$ cat src/rtl/hs32_mem_arb_if.sv
// hs32_mem_arb_if: fetch, execute and memory-side signals of the HS32 memory arbiter.
// The master modport is the arbiter view. The slave modport is the view of the
// surrounding pipeline and memory.
interface hs32_mem_arb_if;
   localparam int unsigned AW = 32;
   localparam int unsigned DW = 32;

   // fetch port (read-only)
   logic [AW-1:0] addr_f;
   logic          stb_f;
   logic          ack_f;
   logic          stl_f;
   logic [DW-1:0] dtr_f;
   logic          flush;

   // execute port
   logic [AW-1:0] addr_e;
   logic [DW-1:0] dtw_e;
   logic          rw_e;
   logic          stb_e;
   logic          ack_e;
   logic          stl_e;
   logic [DW-1:0] dtr_e;

   // memory side
   logic [AW-1:0] addr_m;
   logic [DW-1:0] dtw_m;
   logic          rw_m;
   logic          stbm;
   logic [DW-1:0] dtr_m;
   logic          ackm;
   logic          stlm;

   modport master (
      input  addr_f, stb_f, flush,
      input  addr_e, dtw_e, rw_e, stb_e,
      input  dtr_m, ackm, stlm,
      output ack_f, stl_f, dtr_f,
      output ack_e, stl_e, dtr_e,
      output addr_m, dtw_m, rw_m, stbm
   );

   modport slave (
      output addr_f, stb_f, flush,
      output addr_e, dtw_e, rw_e, stb_e,
      output dtr_m, ackm, stlm,
      input  ack_f, stl_f, dtr_f,
      input  ack_e, stl_e, dtr_e,
      input  addr_m, dtw_m, rw_m, stbm
   );
endinterface

$ cat src/rtl/hs32_mem_arb.sv
// hs32_mem_arb: arbitrates the HS32 fetch and execute ports onto one memory port.
// Execute has priority. Losing or busy-time requests are stalled. Each memory
// transaction ends on ack, stall or timeout. A pipeline flush discards an
// outstanding fetch response.
module hs32_mem_arb #(
   parameter int unsigned TIMEOUT = 15
) (
   input logic            clk,
   input logic            reset,
   hs32_mem_arb_if.master bus
);
   localparam int unsigned CNT_W = 8;
   localparam int unsigned AW    = 32;
   localparam int unsigned DW    = 32;

   typedef enum logic [1:0] {
      IDLE    = 2'd0,
      BUSY_F  = 2'd1,
      BUSY_E  = 2'd2,
      DISCARD = 2'd3
   } state_t;

   state_t            r_state,  w_state_nxt;
   logic [CNT_W-1:0]  r_cnt,    w_cnt_nxt;
   logic              r_stbm,   w_stbm_nxt;
   logic              r_ack_f,  w_ack_f_nxt;
   logic              r_stl_f,  w_stl_f_nxt;
   logic              r_ack_e,  w_ack_e_nxt;
   logic              r_stl_e,  w_stl_e_nxt;
   logic              r_rw_m,   w_rw_m_nxt;
   logic [AW-1:0]     r_addr_m, w_addr_m_nxt;
   logic [DW-1:0]     r_dtw_m,  w_dtw_m_nxt;
   logic [DW-1:0]     r_dtr_f,  w_dtr_f_nxt;
   logic [DW-1:0]     r_dtr_e,  w_dtr_e_nxt;

   // memory responses only count once the request strobe has dropped
   logic w_ack_ok;
   logic w_stl_ok;
   logic w_tmo;

   assign w_ack_ok = !r_stbm && bus.ackm;
   assign w_stl_ok = !r_stbm && bus.stlm && !bus.ackm;
   assign w_tmo    = (r_cnt == CNT_W'(TIMEOUT));

   // state register and all registered outputs (synchronous active-low reset)
   always_ff @(posedge clk) begin
      if (!reset) begin
         r_state  <= IDLE;
         r_cnt    <= '0;
         r_stbm   <= 1'b0;
         r_ack_f  <= 1'b0;
         r_stl_f  <= 1'b0;
         r_ack_e  <= 1'b0;
         r_stl_e  <= 1'b0;
         r_rw_m   <= 1'b0;
         r_addr_m <= '0;
         r_dtw_m  <= '0;
         r_dtr_f  <= '0;
         r_dtr_e  <= '0;
      end else begin
         r_state  <= w_state_nxt;
         r_cnt    <= w_cnt_nxt;
         r_stbm   <= w_stbm_nxt;
         r_ack_f  <= w_ack_f_nxt;
         r_stl_f  <= w_stl_f_nxt;
         r_ack_e  <= w_ack_e_nxt;
         r_stl_e  <= w_stl_e_nxt;
         r_rw_m   <= w_rw_m_nxt;
         r_addr_m <= w_addr_m_nxt;
         r_dtw_m  <= w_dtw_m_nxt;
         r_dtr_f  <= w_dtr_f_nxt;
         r_dtr_e  <= w_dtr_e_nxt;
      end
   end

   // next-state, request latching and one-cycle response pulses
   always_comb begin
      w_state_nxt  = r_state;
      w_cnt_nxt    = r_cnt;
      w_stbm_nxt   = 1'b0;
      w_ack_f_nxt  = 1'b0;
      w_stl_f_nxt  = 1'b0;
      w_ack_e_nxt  = 1'b0;
      w_stl_e_nxt  = 1'b0;
      w_rw_m_nxt   = r_rw_m;
      w_addr_m_nxt = r_addr_m;
      w_dtw_m_nxt  = r_dtw_m;
      w_dtr_f_nxt  = r_dtr_f;
      w_dtr_e_nxt  = r_dtr_e;

      unique case (r_state)
         IDLE: begin
            if (bus.stb_e) begin
               w_addr_m_nxt = bus.addr_e;
               w_dtw_m_nxt  = bus.dtw_e;
               w_rw_m_nxt   = bus.rw_e;
               w_stbm_nxt   = 1'b1;
               w_cnt_nxt    = '0;
               w_stl_f_nxt  = bus.stb_f;
               w_state_nxt  = BUSY_E;
            end else if (bus.stb_f) begin
               w_addr_m_nxt = bus.addr_f;
               w_dtw_m_nxt  = '0;
               w_rw_m_nxt   = 1'b0;
               w_stbm_nxt   = 1'b1;
               w_cnt_nxt    = '0;
               w_state_nxt  = BUSY_F;
            end
         end

         BUSY_F: begin
            w_stl_e_nxt = bus.stb_e;
            w_stl_f_nxt = bus.stb_f;
            if (w_ack_ok) begin
               if (!bus.flush) begin
                  w_ack_f_nxt = 1'b1;
                  w_dtr_f_nxt = bus.dtr_m;
               end
               w_state_nxt = IDLE;
            end else if (w_stl_ok || w_tmo) begin
               w_stl_f_nxt = 1'b1;
               w_state_nxt = IDLE;
            end else begin
               w_cnt_nxt = r_cnt + CNT_W'(1);
               if (bus.flush) begin
                  w_state_nxt = DISCARD;
               end
            end
         end

         BUSY_E: begin
            w_stl_e_nxt = bus.stb_e;
            w_stl_f_nxt = bus.stb_f;
            if (w_ack_ok) begin
               w_ack_e_nxt = 1'b1;
               w_dtr_e_nxt = bus.dtr_m;
               w_state_nxt = IDLE;
            end else if (w_stl_ok || w_tmo) begin
               w_stl_e_nxt = 1'b1;
               w_state_nxt = IDLE;
            end else begin
               w_cnt_nxt = r_cnt + CNT_W'(1);
            end
         end

         DISCARD: begin
            w_stl_e_nxt = bus.stb_e;
            w_stl_f_nxt = bus.stb_f;
            if (w_ack_ok || w_stl_ok || w_tmo) begin
               w_state_nxt = IDLE;
            end else begin
               w_cnt_nxt = r_cnt + CNT_W'(1);
            end
         end

         default: begin
            w_state_nxt = IDLE;
         end
      endcase

      // a flush cancels any fetch-side response due in the following cycle
      if (bus.flush) begin
         w_ack_f_nxt = 1'b0;
         w_stl_f_nxt = 1'b0;
      end
   end

   assign bus.stbm   = r_stbm;
   assign bus.addr_m = r_addr_m;
   assign bus.dtw_m  = r_dtw_m;
   assign bus.rw_m   = r_rw_m;
   assign bus.ack_f  = r_ack_f;
   assign bus.stl_f  = r_stl_f;
   assign bus.dtr_f  = r_dtr_f;
   assign bus.ack_e  = r_ack_e;
   assign bus.stl_e  = r_stl_e;
   assign bus.dtr_e  = r_dtr_e;

endmodule

$ cat src/flat_wrapper.sv
// flat-port wrapper written by rule: the top's interface ports become plain ports
module hs32_mem_arb_flat 
#(
   parameter int unsigned TIMEOUT = 15
)
  (clk, reset, bus_addr_f, bus_stb_f, bus_flush, bus_addr_e, bus_dtw_e, bus_rw_e, bus_stb_e, bus_dtr_m, bus_ackm, bus_stlm, bus_ack_f, bus_stl_f, bus_dtr_f, bus_ack_e, bus_stl_e, bus_dtr_e, bus_addr_m, bus_dtw_m, bus_rw_m, bus_stbm);
  hs32_mem_arb_if bus_i ();
  input logic clk;
  input logic reset;
  input wire logic [$bits(bus_i.addr_f)-1:0] bus_addr_f;
  input wire logic [$bits(bus_i.stb_f)-1:0] bus_stb_f;
  input wire logic [$bits(bus_i.flush)-1:0] bus_flush;
  input wire logic [$bits(bus_i.addr_e)-1:0] bus_addr_e;
  input wire logic [$bits(bus_i.dtw_e)-1:0] bus_dtw_e;
  input wire logic [$bits(bus_i.rw_e)-1:0] bus_rw_e;
  input wire logic [$bits(bus_i.stb_e)-1:0] bus_stb_e;
  input wire logic [$bits(bus_i.dtr_m)-1:0] bus_dtr_m;
  input wire logic [$bits(bus_i.ackm)-1:0] bus_ackm;
  input wire logic [$bits(bus_i.stlm)-1:0] bus_stlm;
  output wire logic [$bits(bus_i.ack_f)-1:0] bus_ack_f;
  output wire logic [$bits(bus_i.stl_f)-1:0] bus_stl_f;
  output wire logic [$bits(bus_i.dtr_f)-1:0] bus_dtr_f;
  output wire logic [$bits(bus_i.ack_e)-1:0] bus_ack_e;
  output wire logic [$bits(bus_i.stl_e)-1:0] bus_stl_e;
  output wire logic [$bits(bus_i.dtr_e)-1:0] bus_dtr_e;
  output wire logic [$bits(bus_i.addr_m)-1:0] bus_addr_m;
  output wire logic [$bits(bus_i.dtw_m)-1:0] bus_dtw_m;
  output wire logic [$bits(bus_i.rw_m)-1:0] bus_rw_m;
  output wire logic [$bits(bus_i.stbm)-1:0] bus_stbm;
  assign bus_i.addr_f = bus_addr_f;
  assign bus_i.stb_f = bus_stb_f;
  assign bus_i.flush = bus_flush;
  assign bus_i.addr_e = bus_addr_e;
  assign bus_i.dtw_e = bus_dtw_e;
  assign bus_i.rw_e = bus_rw_e;
  assign bus_i.stb_e = bus_stb_e;
  assign bus_i.dtr_m = bus_dtr_m;
  assign bus_i.ackm = bus_ackm;
  assign bus_i.stlm = bus_stlm;
  assign bus_ack_f = bus_i.ack_f;
  assign bus_stl_f = bus_i.stl_f;
  assign bus_dtr_f = bus_i.dtr_f;
  assign bus_ack_e = bus_i.ack_e;
  assign bus_stl_e = bus_i.stl_e;
  assign bus_dtr_e = bus_i.dtr_e;
  assign bus_addr_m = bus_i.addr_m;
  assign bus_dtw_m = bus_i.dtw_m;
  assign bus_rw_m = bus_i.rw_m;
  assign bus_stbm = bus_i.stbm;
  hs32_mem_arb #(.TIMEOUT(TIMEOUT)) u_core (.clk(clk), .reset(reset), .bus(bus_i));
endmodule
$ cat config.mk
export PLATFORM = sky130hd
export DESIGN_NAME = hs32_mem_arb_flat
export DESIGN_NICKNAME = d
export VERILOG_FILES = /design/src/rtl/hs32_mem_arb_if.sv /design/src/rtl/hs32_mem_arb.sv /design/src/flat_wrapper.sv
export SDC_FILE = /design/constraint.sdc
export NUM_CORES = 1
export LEC_CHECK = 0
export CAP_MARGIN = 20
export CORE_MARGIN = 10
export CORE_UTILIZATION = 25
export CTS_BUF_LIST = sky130_fd_sc_hd__clkbuf_8
export DETAILED_ROUTE_END_ITERATION = 10
export DONT_BUFFER_PORTS = 1
export PLACE_DENSITY = 0.35
export SYNTH_ARGS = -nofsm -noshare
export SYNTH_HDL_FRONTEND = slang
export SYNTH_SLANG_ARGS = --single-unit
$ cat constraint.sdc
create_clock -name clk -period 4.45 [get_ports clk]
set_clock_uncertainty 0.1 [all_clocks]
set_input_delay 0.89 -clock clk [delete_from_list [all_inputs] [get_ports clk]]
set_output_delay 0.89 -clock clk [all_outputs]
set_load 0.02 [all_outputs]
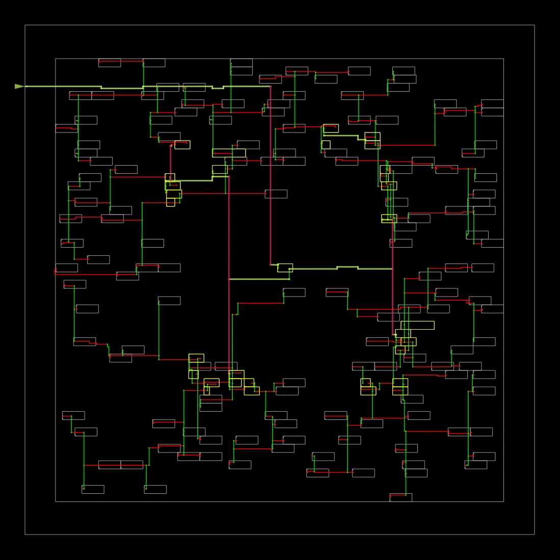
(run_1/clock_nets.png)
CLK BUF: 19
total CTS buffers: 17
clk pwr: 1.10 mW
CTS sink count: 144
Late-Pin Clk Latency: 440 ps

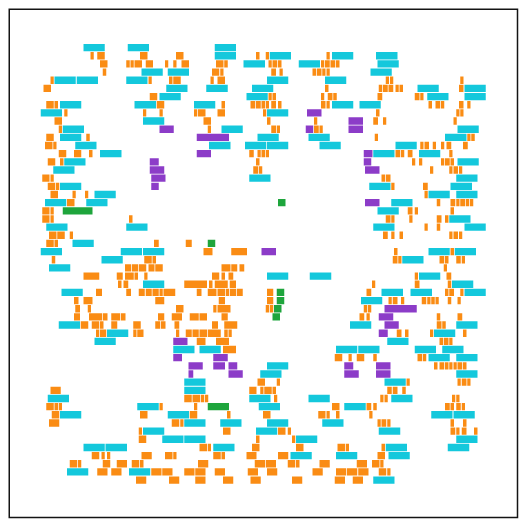
(run_1/class_map.png)
(3 px per um)
remaining logic cells: in orange, cells 445, share of their area 42%. remaining buffers and delay cells: in green, cells 8, share of their area 1.6%. sequential cells: in cyan, cells 144, share of their area 49%. clock drivers and dummy loads: in purple, cells 32, share of their area 7.0%.
row count: 54
final core occ: 28.5%

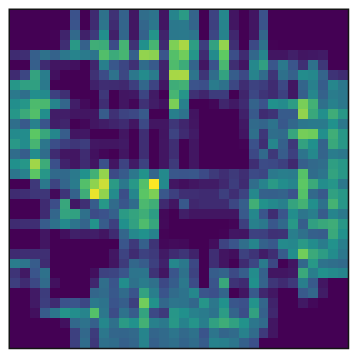
(run_1/route_heat.png)
(2 px per um) The die is cut into 34 by 34 equal tiles; dark purple is low, yellow is high, scaled to the fullest tile. Values are wire area over tile area, all layers added.
23% of the tiles are nearly empty. The emptiest ninth of the die: south-west. The densest ninth of the die: east.
Avg WL per Cell: 20.0 um
WL final: 18100 um
gr usage total: 12.0%
Vias: 4444

==> Changelog: implementation, run 1 <==
### Physical design

- I/O Pins: 270
- Met3 Use GR: 5.21%
- CTS tree: built
- Syn avg cell area: 8.68 sq um
- CP max stage delay: 550 ps
- Drt initial violations: 264
- Cell Type Count: 46
- Die Ht: 169 um
- First-pass GRT wire length: 27000 um
- Tcrit/Tclk final: 48.6%
- Pre-CTS WS: 1850 ps
- Pwr Total: 3.42 mW
- LEAKAGE: 2.20 nW
- PostCTS Resize Cnt: 0
- Met2 GRT Util: 19.1%
- Yosys synthesis warning count: 0
- Worst-path fanout max: 8
- DP HPWL: 13000 um
- Crit-path slowest cell: or3b_2
- FFs w/ async S/R, synth: 0%
- Outcome: completed
- Syn Std Cell Area: 5550 sq um
- Critical setup path kind: flop to flop
- Fraction of layout cells with a size suffix above 1: 8.11%
- H-tree lvl count: 4
- Pwr Density: 551 nW/um^2
- Register clock-pin slew on the reported worst setup and hold paths: 90 ps
- CTS root buffer: clkbuf_8
- Slew @ Worst Pin: 1060 ps
- Startpoint types: flop
- Number of global-route vias before repair: 4349
- Worst vdd ir: 150 uV
- Vias per inst: 4.89
- OpenROAD warnings: 30
- Nets: 758
- Initial Util: 25.4%
- Chip area: 28500 sq um
- #FFs+latches synth: 144
- Core Region: 21800 sq um
- TNS Setup: 0 ps
- Max-cap violation count: 0
- CP arrival: 2360 ps
- Largest net degree at the start of global routing: 97
## run 1: layout by cell type, fill, tap and decap left out, types with 3 or more instances in the layout
cell,n
dfxtp_1,144
nand2_1,139
nor2_1,70
a21oi_1,70
a22oi_1,34
mux2i_1,32
a211oi_1,32
clkbuf_8,19
o22ai_1,6
ha_1,6
buf_4,6
inv_1,5
inv_6,4
and2_1,3
nand3_1,3
nand2b_1,3
or3_1,3
clkinvlp_4,3
## run 1: cell type report
class	count	area, sq um
Sequential cell	144	2880
Timing Repair Buffer	8	92.6
Inverter	6	25.0
Tap cell	280	350
Clock buffer	19	262
Fill cell	2318	15600
Clock inverter	13	151
Multi-Input combinational cell	439	2450
## run 1: sequential cells by signal, summed over array words and instances, names as in the netlist
name	cells
u_core.bus.dtr_e	32
u_core.bus.ack_e	1
u_core.bus.addr_m	32
u_core.bus.dtr_f	32
u_core.bus.stl_f	1
u_core.bus.stbm	1
u_core.bus.rw_m	1
u_core.bus.dtw_m	32
u_core.r_state	2
u_core.r_cnt	8
u_core.bus.stl_e	1
u_core.bus.ack_f	1
## run 1: final timing paths
kind	start	to	slack, ps	cells after the start
worst min-delay path	u_core.r_cnt[7]	u_core.r_cnt[7]	400	2
worst max register to register	u_core.r_state[1]	u_core.r_cnt[0]	2290	6
worst max-delay path	u_core.r_state[1]	u_core.r_cnt[0]	2290	6
worst min register to register	u_core.r_cnt[7]	u_core.r_cnt[7]	400	2
## run 1: routing by layer
layer  up-vias  share of wire, %
met3        22                10
met5         -                 0
met1      2105                40
li1       2154                 -
met2       163                47
met4         0               2.4
## run 1: logic make-up after synthesis
family	share of synthesized area, %
simple gates	17.5
compound gates	19.4
fa+ha+maj	1.35
mux	5.78
flops	52.0
buf+inv	3.93
## run 1: per-stage QoR
stage	hold WS, ps	std cells
finish	400	909
global route	374	909
CTS	376	907
detailed placement	374	875
global placement	370	875
floorplan	355	639
## run 1: where the power goes
part | internal (mW) | switching, mW
Sequential | 1.44 | 0.298
Clock | 0.540 | 0.555
Combinational | 0.231 | 0.361
Total | 2.21 | 1.21
## run 1: synth_stat cells (2+ instances only)
cell      instances  area share, %
buf_1             7           0.47
mux2i_1          32            5.8
a22oi_1          34            4.6
a21boi_0          2           0.27
clkbuf_1         37            2.5
nand3b_1          2           0.27
a31oi_1           2           0.23
a21oi_1          70            6.3
or3_1             3           0.34
nand4_1           2           0.23
dfxtp_1         144             52
nor2_1           70            4.7
o21a_1            3           0.41
o21ai_1           2           0.18
and2_1            3           0.34
a211oi_1         32            4.3
inv_1             6           0.41
nand3_1           3           0.27
o22ai_1           6           0.68
nor2b_1           2           0.23
or2_2             2           0.23
nand2_1         139            9.4
ha_1              6            1.4
nand2b_1          3           0.34
o21ai_0           2           0.18
buf_2             5           0.45
## run 1: worst min-delay path, cell delays in order (launching register included)
cell and delay [ps]:
dfxtp_1 330, nand2_1 60, o22ai_1 70
## Run 2: what changed since run 1
==> constraint.sdc (replaced) <==
create_clock -name clk -period 2.14 [get_ports clk]
set_clock_uncertainty 0.1 [all_clocks]
set_input_delay 0.428 -clock clk [delete_from_list [all_inputs] [get_ports clk]]
set_output_delay 0.428 -clock clk [all_outputs]
set_load 0.02 [all_outputs]
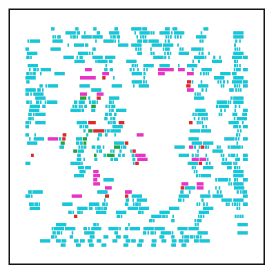
(run_2/sizing.png)
(1.5 px per um)
x2: in green, cells 10, share 1.5%. x3 and x4: in red, cells 20, share 3.0%. x6 and larger: in magenta, cells 27, share 4.0%. x1 and smaller: in cyan, cells 610, share 91%.
Area Growth Syn to Fin: 19.1%
bufs w/o clock: 46
setup ws final: 157 ps

==> Changelog: implementation, run 2 <==
### Physical design

- Leading area contributor after synthesis: dfxtp_1
- Tcrit/Tclk final: 92.7% (+44 points)
- Avg WL per Cell: 19.4 um (-2.9%)
- Crit path from: u_core.r_state[0]
- Setup Viol. Count Final: 0
- Post-synth top area share: 52.0% (unchanged)
- Worst min path class: input port to flop
- First-pass detailed-route iteration total: 4
- WP data required: 2400 ps
- Syn_nets: 781
- Startpoint types: flop
- Late-Pin Clk Latency: 440 ps (about the same)
- Setup slack on the worst flop-to-flop path: 160 ps (-2130 ps)
- TNS Setup: 0 ps (unchanged)
- Hold path depth: 2 (unchanged)
- LEAKAGE: 2.36 nW (+7.3%)
- Syn avg cell area: 8.68 sq um (unchanged)
- Family with the most delay on the worst path: simple AND/OR/NAND/NOR gates
- First-pass GRT wire length: 27500 um (+1.9%)
- Met2 GRT Util: 20.5% (+1.3 points)
- Met3 Use GR: 4.77% (-0.44 points)
- FF-to-FF path depth: 6 (unchanged)
- Slew @ Worst Pin: 510 ps (-550 ps)
- Fraction of layout cells with a size suffix above 1: 8.55% (+0.44 points)
- Comb area leader: AND-OR/OR-AND gates
- Core Region: 21800 sq um (unchanged)
- Row count: 54 (unchanged)
- Pre-CTS WS: 87.4 ps (-1760 ps)
- Worst-path fanout max: 8 (unchanged)
- Hold Crit Endpoint: u_core.bus.dtr_e[9]
- Multiplexer share: 5.78% (unchanged)
- RSZ-0062 raised after global routing: false
- Vias per inst: 4.82 (-1.4%)
- Chip area: 28500 sq um (unchanged)
- Worst Min Path Start: bus_dtr_m[9]
- Antenna violations before repair: 0
- Compound Share, Synth: 19.4% (unchanged)
- CTS sink count: 144 (unchanged)
- Synth top cell by count: dfxtp_1
- Max-cap violation count: 0 (unchanged)
- CP arrival: 2240 ps (-120 ps)
- Reg-to-Reg End: u_core.r_cnt[0]
- CP max stage delay: 390 ps (-160 ps)
- Clock buffer depth: 2
- Outcome: completed
- FFs w/ async S/R, synth: 0% (unchanged)
- Die Ht: 169 um (unchanged)
- Crit-path slowest cell: dfxtp_1
- Largest net degree at the start of global routing: 52 (-46%)
- Number of global-route vias before repair: 4545 (+4.5%)
- Syn Std Cell Area: 5550 sq um (unchanged)
- Post-route ant nets: 0
- CTS root buffer: clkbuf_8
- H-tree lvl count: 4 (unchanged)
- DP HPWL: 13100 um (+0.79%)
- Pins Over Slew Limit: 0
- Worst vdd ir: 472 uV (+220%)
- Drt initial violations: 334 (+27%)
- Synth top area cells: dfxtp_1, nand2_1, a21oi_1
- R2r startpoint: u_core.r_state[0]
- Post-synth top cells: dfxtp_1, nand2_1, a21oi_1, nor2_1, clkbuf_1
- Filler cells: 2310 (-0.35%)
- EDFF count, synth: 0
- Pwr Total: 7.16 mW (+110%)
- Total CTS buffers: 17 (unchanged)
- Register clock-pin slew on the reported worst setup and hold paths: 80 ps (about the same)
- CTS tree: built
- Critical setup path kind: flop to flop
- XOR Share, Synth: 0% (unchanged)
- Yosys synthesis warning count: 0 (unchanged)
- I/O Pins: 270 (unchanged)
- FA/HA/MAJ Cells, Area Fraction: 1.35% (unchanged)
- Leading cell type in the layout, fill and taps excluded: dfxtp_1
- Final core occ: 30.3% (+1.8 points)
- Simple Share, Synth: 17.5% (unchanged)
- Pwr Density: 1080 nW/um^2 (+97%)
- Most frequent cells in the layout: dfxtp_1, nand2_1, nor2_1, a21oi_1
- Nets: 796 (+5.0%)
- Worst hold slack: 36.4 ps (-363 ps)
- Top FF cell, synth: dfxtp_1
- Initial Util: 25.4% (unchanged)
- OpenROAD warnings: 30 (unchanged)
- #FFs+latches synth: 144 (unchanged)
- Cell Type Count: 46 (unchanged)
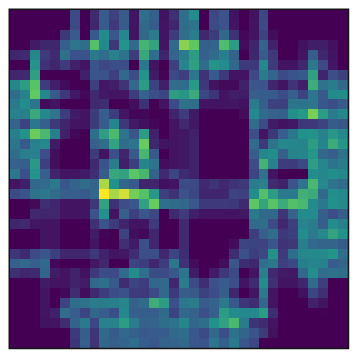
(run_2/route_heat.png)
(2 px per um) The die is cut into 34 by 34 equal tiles; dark purple is low, yellow is high, scaled to the fullest tile. Values are wire area over tile area, all layers added.
7.5% of the tiles are over half the peak. The fullest tile reaches 0.49. 22% of the tiles are nearly empty. The emptiest ninth of the die: south-west. The mean over all tiles is 0.10.
Vias: 4565
gr usage total: 12.2%
WL final: 18400 um

==> run 2: cell counts after synthesis <==
No cell type changed its count.
==> run 2: area by class of cell <==
class	instances	area (sq um)	area share, %
clock buffers	18	248	3.75
clock inverters	14	158	2.39
well taps	280	350	5.30
flip-flops and latches	144	2880	43.6
repair buffers	46	480	7.27
inverters	6	25.0	0.379
multi-input cells	439	2460	37.3
==> run 2: worst max path at each step <==
stage                            endpoint  slack, ps  depth (start not counted)
after floorplan           u_core.r_cnt[0]        290                          7
after global placement    u_core.r_cnt[6]        140                          6
after detailed placement  u_core.r_cnt[6]         90                          6
after CTS                 u_core.r_cnt[0]         70                          6
after global routing      u_core.r_cnt[0]         20                          6
final                     u_core.r_cnt[0]        160                          6
==> run 2: cell families (layout without fill, tap and decap cells) <==
kind of cell | after synthesis | in the layout
buffers and inverters | 56 | 84
AND-OR/OR-AND | 164 | 164
AND/OR/NAND/NOR | 237 | 237
multiplexers | 32 | 32
adder cells (fa/ha/maj) | 6 | 6
flip-flops | 144 | 144
==> run 2: layer usage <==
metal	wire, um	up-vias
li1	-	2246
met1	7580	2143
met2	8970	165
met3	1600	11
met4	198	0
met5	0	-
==> run 2: through the flow <==
| stage | instances | area, sq um |
|---|---|---|
| finish | 947 | 6610 |
| CTS | 947 | 6590 |
| global route | 947 | 6610 |
| floorplan | 639 | 5550 |
| detailed placement | 881 | 5850 |
| global placement | 881 | 5850 |
==> run 2: power by group <==
group	switching [mW]	internal, mW
registers	0.605	2.99
logic	0.801	0.535
clock network	1.15	1.08
==> run 2: repair_timing <==
item / 4_1_cts / 5_1_grt
endpoints found under the setup margin: 0 / 8
hold buffers: 34 / 0
endpoints found under the hold margin: 64 / 0
gates resized: 0 / 3
buffers inserted: 0 / 0
## Run 3: what changed since run 2
--- a/config.mk
+++ b/config.mk
@@ -5,12 +5,14 @@
 export SDC_FILE = /design/constraint.sdc
 export NUM_CORES = 1
 export LEC_CHECK = 0
+export ABC_CLOCK_PERIOD_IN_PS = 2140
 export CAP_MARGIN = 20
 export CORE_MARGIN = 10
 export CORE_UTILIZATION = 25
 export CTS_BUF_LIST = sky130_fd_sc_hd__clkbuf_8
 export DETAILED_ROUTE_END_ITERATION = 10
 export DONT_BUFFER_PORTS = 1
+export GPL_ROUTABILITY_DRIVEN = 1
 export PLACE_DENSITY = 0.35
 export SYNTH_ARGS = -nofsm -noshare
 export SYNTH_HDL_FRONTEND = slang
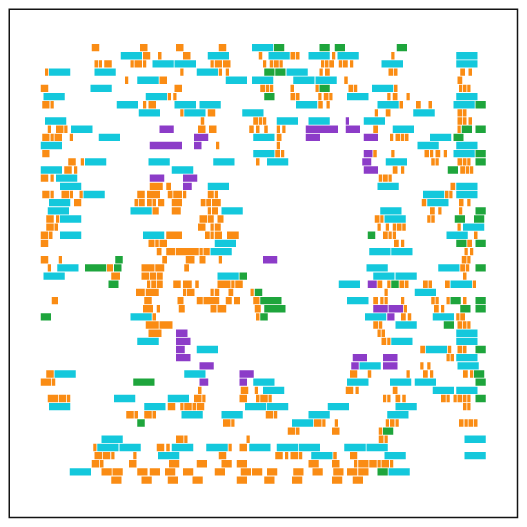
(run_3/class_map.png)
(3 px per um)
remaining buffers and delay cells: in green, cells 46, share of their area 7.7%. remaining logic cells: in orange, cells 445, share of their area 40%. clock drivers and dummy loads: in purple, cells 32, share of their area 6.5%. sequential cells: in cyan, cells 144, share of their area 46%.
final core occ: 30.3%
flip-flop and latch share of the layout cell area: 43.6%

==> Changelog: implementation, run 3 <==
### Physical design

- Row count: 54 (unchanged)
- Initial Util: 25.4% (unchanged)
- Clock buffer depth: 2 (unchanged)
- Outcome: completed
- Syn Std Cell Area: 5550 sq um (unchanged)
- Post-route ant nets: 0 (unchanged)
- Late-Pin Clk Latency: 440 ps (about the same)
- Pre-CTS WS: 87.4 ps (unchanged)
- Critical setup path kind: flop to flop
- DP HPWL: 13100 um (unchanged)
- Worst vdd ir: 472 uV (unchanged)
- Nets: 796 (unchanged)
- Hold path depth: 2 (unchanged)
- Chip area: 28500 sq um (unchanged)
- Yosys synthesis warning count: 0 (unchanged)
- Leading cell type in the layout, fill and taps excluded: dfxtp_1
- Fraction of layout cells with a size suffix above 1: 8.55% (unchanged)
- R2r startpoint: u_core.r_state[0]
- Largest net degree at the start of global routing: 52 (unchanged)
- Hold Crit Endpoint: u_core.bus.dtr_e[9]
- Post-CTS Setup Inserts: 0 (unchanged)
- Antenna violations before repair: 0 (unchanged)
- Drt initial violations: 334 (unchanged)
- Die Ht: 169 um (unchanged)
- Syn avg cell area: 8.68 sq um (unchanged)
- Reg-to-Reg End: u_core.r_cnt[0]
- Multiplexer share: 5.78% (unchanged)
- TNS Setup: 0 ps (unchanged)
- XOR Share, Synth: 0% (unchanged)
- Worst Min Path Start: bus_dtr_m[9]
- Setup slack on the worst flop-to-flop path: 160 ps (about the same)
- Number of global-route vias before repair: 4545 (unchanged)
- Leading area contributor after synthesis: dfxtp_1
- Family with the most delay on the worst path: simple AND/OR/NAND/NOR gates
- Worst min path class: input port to flop
- EDFF count, synth: 0 (unchanged)
- OpenROAD warnings: 30 (unchanged)
- Most frequent cells in the layout: dfxtp_1, nand2_1, nor2_1, a21oi_1
- FFs w/ async S/R, synth: 0% (unchanged)
- Post-layout instance area: 6610 sq um (unchanged)
- Syn_nets: 781 (unchanged)
- Gr usage total: 12.2% (unchanged)
- FA/HA/MAJ Cells, Area Fraction: 1.35% (unchanged)
- Area Growth Syn to Fin: 19.1% (unchanged)
- Placed Area: 5850 sq um (unchanged)
- Max-cap violation count: 0 (unchanged)
- Setup Viol. Count Final: 0 (unchanged)
- CTS sink count: 144 (unchanged)
- Slew @ Worst Pin: 510 ps (unchanged)
- Core Region: 21800 sq um (unchanged)
- H-tree lvl count: 4 (unchanged)
- Post-synth top area share: 52.0% (unchanged)
- Compound Share, Synth: 19.4% (unchanged)
- LEAKAGE: 2.36 nW (unchanged)
- WP data required: 2400 ps (about the same)
- Register clock-pin slew on the reported worst setup and hold paths: 80 ps (about the same)
- Synth top area cells: dfxtp_1, nand2_1, a21oi_1
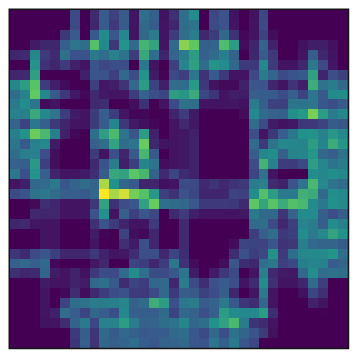
(run_3/route_heat.png)
(2 px per um) The die is cut into 34 by 34 equal tiles; dark purple is low, yellow is high, scaled to the fullest tile. Values are wire area over tile area, all layers added.
The fullest tile reaches 0.49. 22% of the tiles are nearly empty. The mean over all tiles is 0.10.
Avg WL per Cell: 19.4 um

[run 3: cell counts after synthesis]
Identical to the previous run, type by type.
[run 3: cell families (layout without fill, tap and decap cells)]
kind of cell	after synthesis	count (layout)
AND/OR/NAND/NOR	237	237
AND-OR/OR-AND	164	164
multiplexers	32	32
buffers and inverters	56	84
flip-flops	144	144
adder cells (fa/ha/maj)	6	6
[run 3: worst max path at each step]
stage / start / end / slack [ps] / cells past startpoint
3_3_place_gp: u_core.r_state[0] / u_core.r_cnt[6] / 140 / 6
6_report: u_core.r_state[0] / u_core.r_cnt[0] / 160 / 6
4_1_cts: u_core.r_state[0] / u_core.r_cnt[0] / 70 / 6
5_1_grt: u_core.r_state[0] / u_core.r_cnt[0] / 20 / 6
2_1_floorplan: u_core.r_state[0] / u_core.r_cnt[0] / 290 / 7
3_5_place_dp: u_core.r_state[0] / u_core.r_cnt[6] / 90 / 6
[run 3: repair_timing]
item                       CTS  global route
hold buffers                34             0
setup endpoints to repair    0             8
gates resized                0             3
hold endpoints to repair    64             0
[run 3: final cells by class]
cell class / count / area [sq um]
well taps: 280 / 350
clock inverters: 14 / 158
inverters: 6 / 25.0
fillers: 2310 / 15200
flip-flops and latches: 144 / 2880
repair buffers: 46 / 480
multi-input cells: 439 / 2460
clock buffers: 18 / 248
[run 3: per-layer routing]
metal | routed length, um | vias to the layer above | GRT usage [%]
met1 | 7580 | 2143 | 14.1
li1 | - | 2246 | -
met2 | 8970 | 165 | 20.5
met5 | 0 | - | 0
met4 | 198 | 0 | 3.60
met3 | 1600 | 11 | 4.77
[run 3: report_power, final]
part	switching [mW]	total, mW	internal [mW]
clock	1.15	2.24	1.08
combinational	0.801	1.34	0.535
sequential	0.605	3.59	2.99
[run 3: per-stage QoR]
stage	instances	total power [mW]	utilization (%)	hold WS (ps)
2_1_floorplan	639	4.55	-	355
3_3_place_gp	881	4.92	26.8	372
3_5_place_dp	881	4.94	26.8	379
4_1_cts	947	7.28	30.2	5.22
5_1_grt	947	7.59	30.3	4.88
6_report	947	7.16	30.3	36.4
Power and IR drop assume default switching activity.
